===== src/rtl/fetch_sequencer.sv =====
// Fetch/decode/execute controller for the 8-bit core: owns PC sequencing, handshakes
// program-memory byte reads, latches opcode/operand and issues one-cycle execute strobes.
module fetch_sequencer #(
    parameter int          TIMEOUT  = 16,
    parameter logic [3:0]  HALT_OPC = 4'hF
) (
    input  logic       clk,
    input  logic       reset,
    input  logic       start,
    input  logic [7:0] instr_in,
    input  logic       mem_ready,
    input  logic       zero_flag,
    output logic       mem_rd,
    output logic       ir_load,
    output logic       pc_inc,
    output logic       pc_load,
    output logic [7:0] pc_target,
    output logic [3:0] opcode,
    output logic [7:0] operand,
    output logic       alu_en,
    output logic       reg_we,
    output logic       busy,
    output logic       halted,
    output logic       fault
);

    typedef enum logic [2:0] {
        S_IDLE,
        S_FETCH,
        S_DECODE,
        S_OPERAND,
        S_EXEC,
        S_HALT
    } state_t;

    localparam logic [3:0] OPC_NOP = 4'h0;
    localparam logic [3:0] OPC_ALU = 4'h1;
    localparam logic [3:0] OPC_LDI = 4'h2;
    localparam logic [3:0] OPC_JMP = 4'h3;
    localparam logic [3:0] OPC_JZ  = 4'h4;

    state_t     state_reg;
    state_t     state_next;
    logic [3:0] opcode_reg;
    logic [7:0] operand_reg;
    logic [7:0] wait_cnt_reg;
    logic       mem_rd_reg;
    logic       alu_en_reg;
    logic       reg_we_reg;
    logic       busy_reg;
    logic       halted_reg;
    logic       fault_reg;
    logic       fault_set;
    logic       timed_out;
    logic       waiting_state;

    assign waiting_state = (state_reg == S_FETCH) || (state_reg == S_OPERAND);

    // The current cycle is the TIMEOUT-th consecutive cycle without mem_ready.
    assign timed_out = (TIMEOUT != 0) && !mem_ready && (wait_cnt_reg == 8'(TIMEOUT - 1));

    always_comb begin
        state_next = state_reg;
        fault_set  = 1'b0;
        case (state_reg)
            S_IDLE: begin
                if (start) state_next = S_FETCH;
            end
            S_FETCH, S_OPERAND: begin
                if (mem_ready) begin
                    state_next = (state_reg == S_FETCH) ? S_DECODE : S_EXEC;
                end else if (timed_out) begin
                    state_next = S_HALT;
                    fault_set  = 1'b1;
                end
            end
            S_DECODE: begin
                if (opcode_reg == HALT_OPC) begin
                    state_next = S_HALT;
                end else begin
                    case (opcode_reg)
                        OPC_NOP:                  state_next = S_FETCH;
                        OPC_ALU:                  state_next = S_EXEC;
                        OPC_LDI, OPC_JMP, OPC_JZ: state_next = S_OPERAND;
                        default: begin
                            state_next = S_HALT;
                            fault_set  = 1'b1;
                        end
                    endcase
                end
            end
            S_EXEC:  state_next = S_FETCH;
            S_HALT:  state_next = S_HALT;
            default: state_next = S_IDLE;
        endcase
    end

    // Byte-accept strobes and the JZ decision follow the inputs within the cycle.
    assign ir_load = (state_reg == S_FETCH) && mem_ready;
    assign pc_inc  = waiting_state && mem_ready;
    assign pc_load = (state_reg == S_EXEC) &&
                     ((opcode_reg == OPC_JMP) || ((opcode_reg == OPC_JZ) && zero_flag));

    always_ff @(posedge clk or posedge reset) begin
        if (reset) begin
            state_reg    <= S_IDLE;
            opcode_reg   <= 4'h0;
            operand_reg  <= 8'h00;
            wait_cnt_reg <= 8'h00;
            mem_rd_reg   <= 1'b0;
            alu_en_reg   <= 1'b0;
            reg_we_reg   <= 1'b0;
            busy_reg     <= 1'b0;
            halted_reg   <= 1'b0;
            fault_reg    <= 1'b0;
        end else begin
            state_reg <= state_next;
            if ((state_reg == S_FETCH) && mem_ready) opcode_reg <= instr_in[7:4];
            if ((state_reg == S_OPERAND) && mem_ready) operand_reg <= instr_in;

            // Restart the wait count on every entry into a read state; saturate at 0xFF.
            if (((state_next == S_FETCH) || (state_next == S_OPERAND)) && (state_next != state_reg)) begin
                wait_cnt_reg <= 8'h00;
            end else if (waiting_state && !mem_ready && (wait_cnt_reg != 8'hFF)) begin
                wait_cnt_reg <= wait_cnt_reg + 8'h01;
            end

            mem_rd_reg <= (state_next == S_FETCH) || (state_next == S_OPERAND);
            alu_en_reg <= (state_next == S_EXEC) && (opcode_reg == OPC_ALU);
            reg_we_reg <= (state_next == S_EXEC) && (opcode_reg == OPC_LDI);
            busy_reg   <= (state_next != S_IDLE) && (state_next != S_HALT);
            halted_reg <= (state_next == S_HALT);
            fault_reg  <= fault_reg | fault_set;
        end
    end

    assign mem_rd    = mem_rd_reg;
    assign alu_en    = alu_en_reg;
    assign reg_we    = reg_we_reg;
    assign busy      = busy_reg;
    assign halted    = halted_reg;
    assign fault     = fault_reg;
    assign opcode    = opcode_reg;
    assign operand   = operand_reg;
    assign pc_target = operand_reg;

endmodule


===== config.mk =====
export PLATFORM = sky130hd
export DESIGN_NAME = fetch_sequencer
export DESIGN_NICKNAME = d
export VERILOG_FILES = /design/src/rtl/fetch_sequencer.sv
export SDC_FILE = /design/constraint.sdc
export NUM_CORES = 1
export LEC_CHECK = 0
export CAP_MARGIN = 25
export CORE_MARGIN = 3
export CORE_UTILIZATION = 50
export CTS_BUF_LIST = sky130_fd_sc_hd__clkbuf_4 sky130_fd_sc_hd__clkbuf_8
export DETAILED_ROUTE_END_ITERATION = 8
export HOLD_SLACK_MARGIN = 0.08
export PLACE_DENSITY = 0.85
export SETUP_SLACK_MARGIN = 0.02
export SLEW_MARGIN = 20
export SYNTH_ARGS = -nofsm -noshare
export SYNTH_HDL_FRONTEND = slang
export SYNTH_SLANG_ARGS = --single-unit
export TNS_END_PERCENT = 5

===== constraint.sdc =====
create_clock -name clk -period 2.15 [get_ports clk]
set_input_delay 0.43 -clock clk [delete_from_list [all_inputs] [get_ports clk]]
set_output_delay 0.43 -clock clk [all_outputs]
set_load 0.1 [all_outputs]

==> deck_impl_summary.md <==
Run Summary

Worst setup path
  • Critical path's top delay family: simple AND/OR/NAND/NOR gates
  • Reg2Reg Depth: 6
  • Crit-path slowest cell: dfrtp_4
  • Worst-path cell chain: buf_6 -> and2b_2 -> a32oi_4 -> nor4b_4 -> buf_12
  • CP bufs+invs: 2

Clock network
  • CTS sink count: 29
  • # hold bufs at CTS: 0
  • CTS Root Cell: clkbuf_4
  • CTS buffer count: 5

Outcome
  • Run status: finished, violations left
  • Failing checks: negative setup slack

Floorplanning
  • Tapcell count: 42
  • Row count: 19
  • Fp_density: 54.7%

Hold path
  • HP Start: fault
  • Hold depth: 1

Layout
  • Post-route cell area: 2140 um^2
  • Final nets: 203
  • Non-Filler Instances: 232
  • Non-CTS inverters: 3

Final timing
  • Worst-case clock skew: 0.00801 ns
  • Final setup viols: 1
  • Worst Max-Slew Pin Slew: 0.421 ns
  • Final setup margin: -0.0169 ns
  • Setup TNS: -0.0169 ns
  • Final worst path period need: 2.17 ns

Synth
  • Post-Syn Area per Cell: 11.5 um^2
  • Largest logic family: simple AND/OR/NAND/NOR gates
  • Mapped Nets: 151
  • Mux frac, synth: 10.6%
  • Register bit total from synthesis: 29
  • Yosys cell types: 48

Route
  • DRT Wirelength: 3.65 mm
  • Number of DRC markers in iteration 0: 59

Placed design
  • Post-DP HPWL: 2.67 mm
  • I/O Buffers: 41

GRT
  • Met2 usage: 35.2%
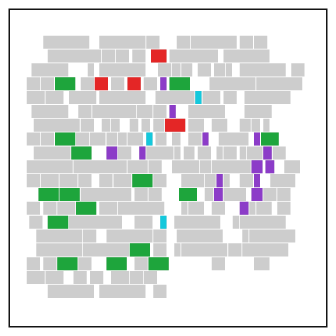
**Above:** gate-type map.
color	family	cells
red	AND-OR and OR-AND gates	4
green	multiplexers	15
purple	NAND gates	14
cyan	inverters	3

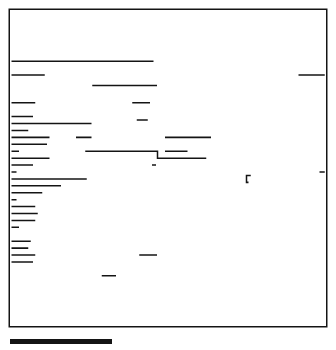
**Above:** M3 wires.
The bar under the picture is 20 um long.
longest straight run	27.6 um
nets with wire on the layer	35
main direction	horizontal
wire length on this layer	219 um
share of all routed wire	6.0%

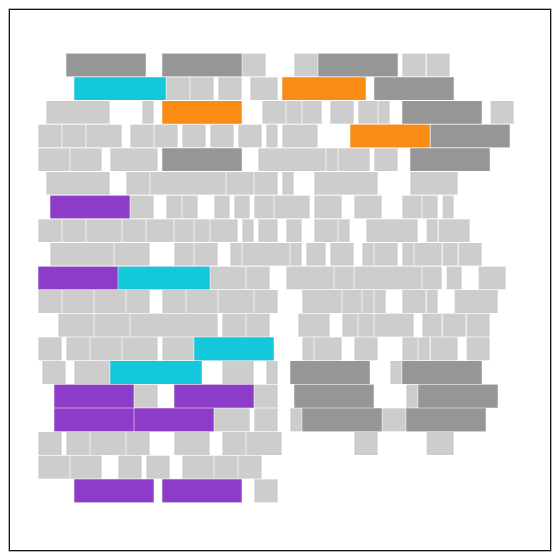
**Above:** where the registers sit.
Other sequential cells in the stronger gray, the rest of the logic in the fainter gray.
color	signal	sequential cells
cyan	`opcode`	4
purple	`operand`	8
orange	`state_reg`	3
not colored	14

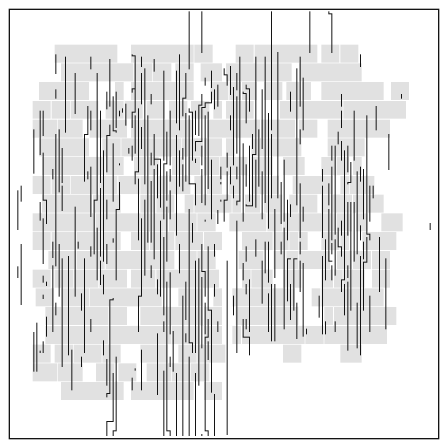
**Above:** metal 2.
wire length on this layer	1880 um
longest straight run	25.2 um
main direction	vertical
share of all routed wire	51%
nets with wire on the layer	184

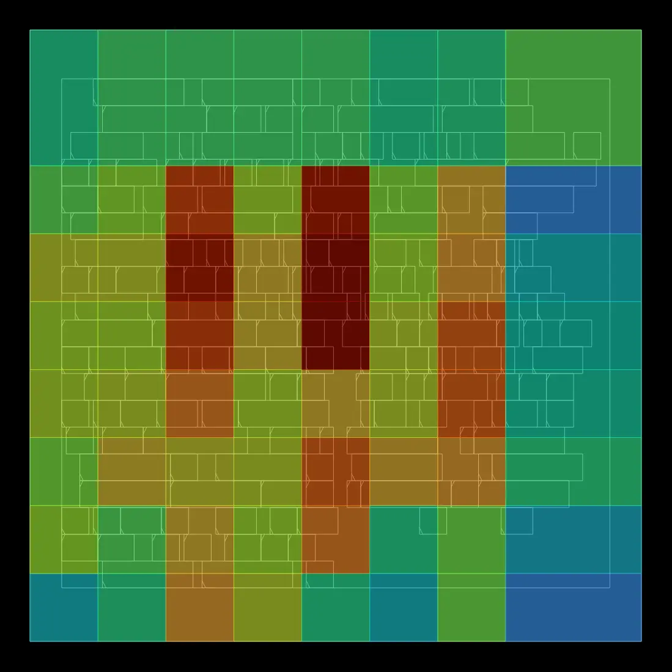
**Above:** congestion heat map.
met3 Usage GRT: 5.99%
DR WL/cell: 15.7 um
GRT met1 Usage: 27.4%

